Figure 1. Met1 routing (run 1).
The bar under the picture is 50 µm long. Supply wires on this layer in gray.
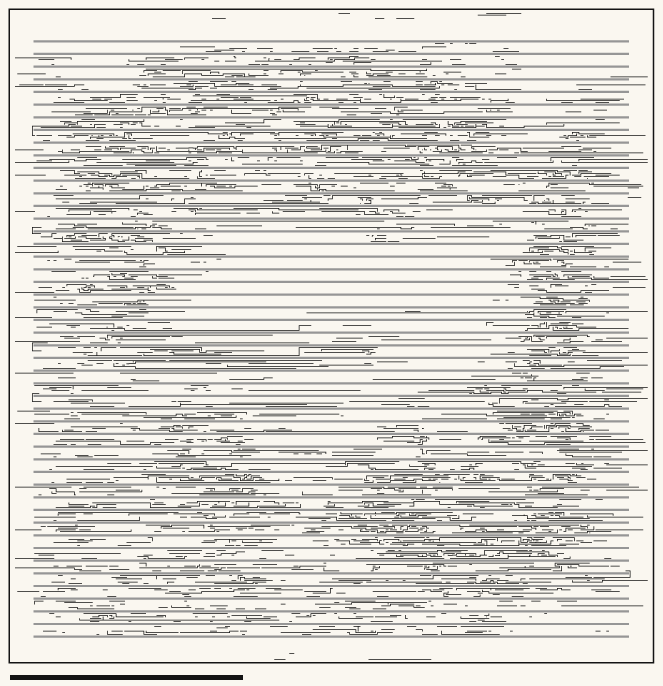
Figure 2. The metal 2 layer (run 1).
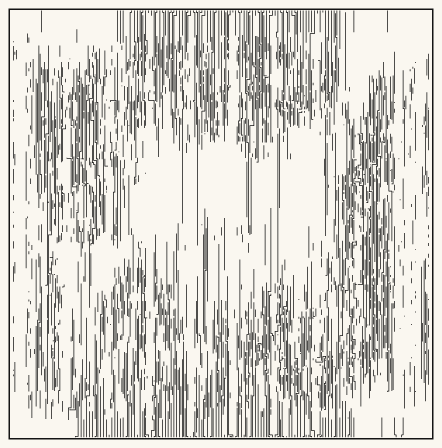
Figure 3. The metal 3 layer (run 1).
The bar under the picture is 50 µm long. Cells faint in the background.
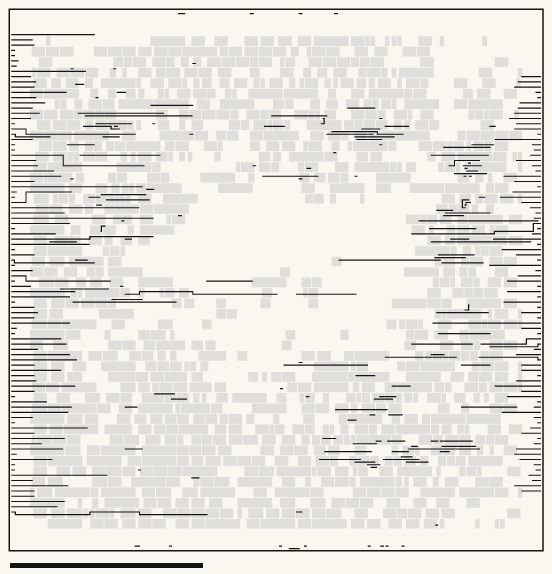
File: config.mk
export PLATFORM = sky130hd
export DESIGN_NAME = opfetch_stage
export DESIGN_NICKNAME = d
export VERILOG_FILES = /design/src/rtl/opfetch_stage.sv
export SDC_FILE = /design/constraint.sdc
export NUM_CORES = 1
export LEC_CHECK = 0
export CORE_AREA = 5 5 133 135
export DETAILED_ROUTE_END_ITERATION = 16
export DIE_AREA = 0 0 138 140
export PLACE_DENSITY = 0.82
export RECOVER_POWER = 25
export SYNTH_ARGS = -nofsm -noshare
export SYNTH_HDL_FRONTEND = slang
export SYNTH_SLANG_ARGS = --single-unit
File: constraint.sdc
create_clock -name clk -period 2.9 [get_ports clk]
set_input_delay 0.29 -clock clk [delete_from_list [all_inputs] [get_ports clk]]
set_output_delay 0.29 -clock clk [all_outputs]
set_load 0.005 [all_outputs]
File: src/rtl/opfetch_stage.sv
// Decode-stage operand fetch: register-file read, priority forwarding, load-use
// scoreboard and a registered valid/ready output. Scoreboard built only with OPFETCH_SCOREBOARD_EN.
module opfetch_stage #(
    parameter int unsigned XLEN     = 32,
    parameter int unsigned NREAD    = 2,
    parameter int unsigned NFWD     = 3,
    parameter int unsigned LOAD_LAT = 2
) (
    input  logic                    clk,
    input  logic                    rst_n,
    input  logic                    in_valid,
    output logic                    in_ready,
    input  logic [31:0]             in_inst,
    output logic [5*NREAD-1:0]      rf_ra,
    input  logic [XLEN*NREAD-1:0]   rf_rd,
    input  logic [NFWD-1:0]         fwd_valid,
    input  logic [5*NFWD-1:0]       fwd_rd,
    input  logic [XLEN*NFWD-1:0]    fwd_data,
    input  logic                    flush,
    output logic                    out_valid,
    input  logic                    out_ready,
    output logic [31:0]             out_inst,
    output logic [XLEN*NREAD-1:0]   out_rs,
    output logic [31:0]             stall_cnt
);

    localparam int unsigned RW = 5;

    logic [RW-1:0]          ra [NREAD];
    logic [XLEN*NREAD-1:0]  opnd_flat;
    logic                   hazard;
    logic                   accept;

    // Source register fields, independent of in_valid
    always_comb begin
        ra    = '{default: '0};
        rf_ra = '0;
        for (int i = 0; i < int'(NREAD); i++) begin
            case (i)
                0:       ra[i] = in_inst[19:15];
                1:       ra[i] = in_inst[24:20];
                default: ra[i] = in_inst[31:27];
            endcase
            rf_ra[i*RW +: RW] = ra[i];
        end
    end

    // Operand resolve: scan oldest to youngest so the lowest index wins; x0 is always zero
    always_comb begin
        opnd_flat = '0;
        for (int i = 0; i < int'(NREAD); i++) begin
            opnd_flat[i*XLEN +: XLEN] = rf_rd[i*XLEN +: XLEN];
            for (int j = int'(NFWD) - 1; j >= 0; j--) begin
                if (fwd_valid[j] && (fwd_rd[j*RW +: RW] == ra[i])) begin
                    opnd_flat[i*XLEN +: XLEN] = fwd_data[j*XLEN +: XLEN];
                end
            end
            if (ra[i] == '0) begin
                opnd_flat[i*XLEN +: XLEN] = '0;
            end
        end
    end

`ifdef OPFETCH_SCOREBOARD_EN
    localparam int unsigned CW = $clog2(LOAD_LAT + 1);
    localparam logic [6:0]  OP_LOAD = 7'b0000011;

    logic [CW-1:0]    sb_cnt [32];
    logic [NREAD-1:0] fwd_hit;
    logic             is_load;

    assign is_load = (in_inst[6:0] == OP_LOAD);

    // A pending load blocks a port unless some forwarding source already carries it
    always_comb begin
        hazard  = 1'b0;
        fwd_hit = '0;
        for (int i = 0; i < int'(NREAD); i++) begin
            for (int j = 0; j < int'(NFWD); j++) begin
                if (fwd_valid[j] && (fwd_rd[j*RW +: RW] == ra[i])) begin
                    fwd_hit[i] = 1'b1;
                end
            end
            if ((ra[i] != '0) && (sb_cnt[ra[i]] != '0) && !fwd_hit[i]) begin
                hazard = 1'b1;
            end
        end
    end

    // Entry 0 is never set, so x0 can never report busy
    always_ff @(posedge clk or negedge rst_n) begin
        if (!rst_n) begin
            for (int k = 0; k < 32; k++) begin
                sb_cnt[k] <= '0;
            end
            stall_cnt <= '0;
        end else begin
            for (int k = 1; k < 32; k++) begin
                if (accept && is_load && (in_inst[11:7] == RW'(k))) begin
                    sb_cnt[k] <= CW'(LOAD_LAT);
                end else if (sb_cnt[k] != '0) begin
                    sb_cnt[k] <= sb_cnt[k] - CW'(1);
                end
            end
            if (in_valid && hazard && (stall_cnt != 32'hFFFF_FFFF)) begin
                stall_cnt <= stall_cnt + 32'd1;
            end
        end
    end
`else
    assign hazard    = 1'b0;
    assign stall_cnt = '0;
`endif

    assign in_ready = (!out_valid || out_ready) && !hazard && !flush;
    assign accept   = in_valid && in_ready;

    // Output stage; flush dominates since it also blocks accept
    always_ff @(posedge clk or negedge rst_n) begin
        if (!rst_n) begin
            out_valid <= 1'b0;
            out_inst  <= '0;
            out_rs    <= '0;
        end else if (flush) begin
            out_valid <= 1'b0;
        end else if (accept) begin
            out_valid <= 1'b1;
            out_inst  <= in_inst;
            out_rs    <= opnd_flat;
        end else if (out_ready) begin
            out_valid <= 1'b0;
        end
    end

endmodule

==> results_dict.tcl, run 1 <==
# yosys + openroad results
set metrics [dict create \
    status "complete, no violations" \
    fillCellCount 1399 \
    top_register "out_rs" \
    drv_cap 0 \
    fmax_ghz 0.462 \
    post-route-drc-count 0 \
    nNonClkBuffers 352 \
    xor_area_frac 0.0415 \
    synthAoiAreaFrac 0.221 \
    boundaryPins 355 \
    end_kind "flip-flop" \
    buffer_area_frac 0.346 \
    seqPwrFrac 0.388 \
    crit_path_max_incr_delay_ns 0.60 \
    ys_area_um2 6520 \
    worst_slack_ns 0.734 \
    use_met1 0.314 \
    startpoint_type "primary input" \
    grt_pass1_wl_um 40300 \
    numCtsBuffers 9 \
    sequentialPower_mw 1.68 \
    yosys_cells 681 \
    ant_nets 0 \
    area_growth_pct 53.5 \
    die_area_um2 19300 \
    p_int_mw 3.02 \
    cts_hold_buf 0 \
    rrSetupSlack_ns 0.81 \
    rsz0062_at_grt "no" \
    top_regs "out_rs x64, out_inst x32, out_valid x1" \
    place_congestion 0.844 \
    grt_pass1_vias 7001 \
    critPathArrivalTime_ns 2.44 \
    powerComb_mw 1.44 \
    hold_slack_ns 0.257 \
    power_leakage_nw 4.23 \
    core_um2 16300 \
    synthSimpleGateAreaFrac 0.155 \
    synth_cells 681 \
    rows 47 \
    most-common-layout-cells "clkdlybuf4s50_1, dfrtp_1, nand2_1" \
    cts_tree "yes" \
    dominant_cells "multi-input combinational cells" \
]
Back to the opening pictures, Figure 1:
nets with wire on the layer: 1023
main direction: horizontal
Vias: 6642
Post-Route WL: 26100 µm

Back to the opening pictures, Figure 2:
longest straight run: 53.0 µm
nets with wire on the layer: 1030
main direction: vertical
share of all routed wire: 49%
wire length on this layer: 12800 µm
grt met2 use: 0.447

Back to the opening pictures, Figure 3:
main direction: horizontal
wire length on this layer: 2300 µm
longest straight run: 36.6 µm
met3 Track Usage GR: 0.0671

==> run 1: final timing paths <==
check                                 start           end  depth (start not counted)
worst max-delay path            in_inst[16]    out_rs[13]                          7
worst min-delay path                  rst_n  out_inst[31]                          1
worst max register to register    out_valid    out_rs[13]                          6
worst min register to register   out_rs[36]    out_rs[36]                          2
max in group asynchronous             rst_n    out_rs[54]                          2
min in group clk                 out_rs[36]    out_rs[36]                          2
==> run 1: worst max-delay path, delay by kind of cell <==
| family | cells | cell delay [ns] |
|---|---|---|
| xor+xnor | 1 | 0.24 |
| simple gates | 1 | 0.43 |
| compound gates | 3 | 0.58 |
| buf+inv | 2 | 0.88 |
## Run 2: what changed since run 1
--- a/config.mk
+++ b/config.mk
@@ -5,10 +5,10 @@
 export SDC_FILE = /design/constraint.sdc
 export NUM_CORES = 1
 export LEC_CHECK = 0
-export CORE_AREA = 5 5 133 135
+export CORE_MARGIN = 5
+export CORE_UTILIZATION = 36
 export DETAILED_ROUTE_END_ITERATION = 16
-export DIE_AREA = 0 0 138 140
-export PLACE_DENSITY = 0.82
+export PLACE_DENSITY = 0.78
 export RECOVER_POWER = 25
 export SYNTH_ARGS = -nofsm -noshare
 export SYNTH_HDL_FRONTEND = slang
==> constraint.sdc (replaced) <==
create_clock -name clk -period 1.95 [get_ports clk]
set_input_delay 0.195 -clock clk [delete_from_list [all_inputs] [get_ports clk]]
set_output_delay 0.195 -clock clk [all_outputs]
set_load 0.005 [all_outputs]
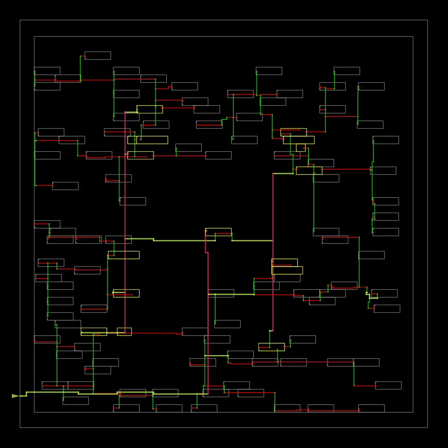
Figure 4: run 2, clock wiring as the flow saved it.
Clock Skews: 0.0110 ns
number of clock buffers in the layout: 10
Clock net power: 2.27 mW

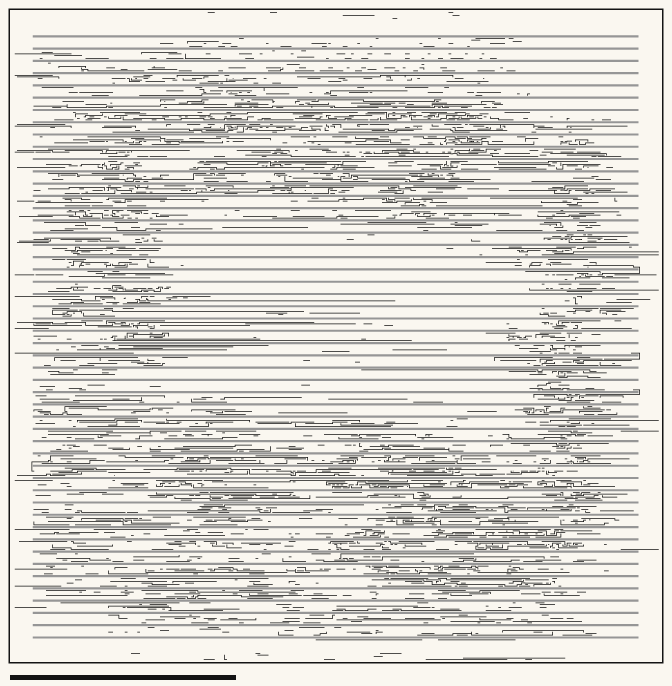
Figure 5: run 2, met1 routing.
The bar under the picture is 50 µm long. Supply wires on this layer in gray.
wire length on this layer: 9790 µm
nets with wire on the layer: 1045
longest straight run: 66.2 µm
main direction: horizontal
share of all routed wire: 37%
Post-Route WL: 26200 µm
GR Util met1: 0.303
Vias: 6762

==> run 2 against run 1 <==
Die size rose by 8.2%. Critical path depth stayed put. Combinational power increased by 53%. Sequential share of layout area shrank 0.94 points. Hold slack improved by 0.068 ns. Clock power up 89%. Non-clock buffer count rose by 23. First-iteration DRC count rose by 23%.
==> results_dict.tcl, run 2 <==
# yosys + openroad results
set metrics [dict create \
    status "complete, no violations" \
    area_growth_pct 59.7 \
    yosys_cells 681 \
    rsz0062_at_grt "no" \
    stdcell_area_um2 10400 \
    end_kind "flip-flop" \
    rr_worst_depth 6 \
    critPathArrivalTime_ns 2.11 \
    common_cells "dfrtp_1, nand2_1, nand2b_1, o221ai_1, buf_4" \
    grt_pass1_vias 7068 \
    endpoint "out_rs[42]" \
    crit_chain "clkdlybuf4s50_1 > xnor2_2 > nand3_2 > or3_1 > buf_4 > o221ai_1 > o21ai_1" \
    top_regs "out_rs x64, out_inst x32, out_valid x1" \
    largest_register_ffs 64 \
    holdPathEnd "out_inst[23]" \
    r2r-end "out_rs[18]" \
    numCtsBuffers 9 \
    powerComb_mw 2.21 \
    ys_area_um2 6520 \
    most-common-layout-cells "clkdlybuf4s50_1, dfrtp_1, nand2b_1, o221ai_1, nand2_1" \
    die_area_um2 20900 \
    boundaryPins 355 \
    crit_path_max_incr_delay_ns 0.66 \
    ys.flop_type "dfrtp_1" \
    ant_nets 0 \
    timing.critical_path.buf_inv 2 \
    grt_pass1_wl_um 39600 \
    core_um2 17900 \
    htreeDepth 3 \
    cts_tree "yes" \
    setup.worst_path.start "in_inst[22]" \
    hold_depth 3 \
    synth_cells 681 \
    fin_cells 1228 \
    top_register "out_rs" \
    rrSetupSlack_ns 0.16 \
    seqPwrFrac 0.358 \
    r2r_start "out_valid" \
    place_congestion 0.883 \
    p_int_mw 5.08 \
    min_from "in_inst[23]" \
    hold_slack_ns 0.325 \
    power_leakage_nw 4.45 \
    worst_slack_ns 0.0747 \
    fmax_ghz 0.533 \
]
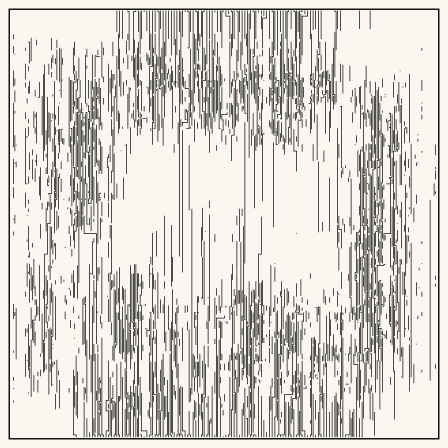
Figure 6: run 2, the metal 2 layer.
wire length on this layer: 13000 µm
share of all routed wire: 50%
grt met2 use: 0.413

-- run 2: per-layer routing --
layer,part of all wire,vias to the layer above,GRT usage
met5,0,-,0
met4,0.033,0,0.0997
met3,0.096,63,0.0602
met2,0.50,362,0.413
met1,0.37,3273,0.303
li1,-,3064,-
-- run 2: kinds of logic (layout without fill, tap and decap cells) --
group           Yosys count  count (layout)  share of synthesized area
other cells               1              32                   0.000575
mux                      64              64                      0.104
compound gates          198             198                      0.221
xor+xnor                 30              30                     0.0415
flops                    97              97                      0.372
buf+inv                 105             392                      0.105
simple gates            186             186                      0.155
-- run 2: final cells by class --
class                      instances  area [µm²]
fill                            1549        7490
clock inverter                     6         138
multi-input combinational        510        3570
sequential                        97        2430
timing repair buffer             375        3750
inverter                           1        3.75
tap                              229         287
clock buffer                      10         239
Power figures rest on the tool's default switching activity, not on a simulated workload.
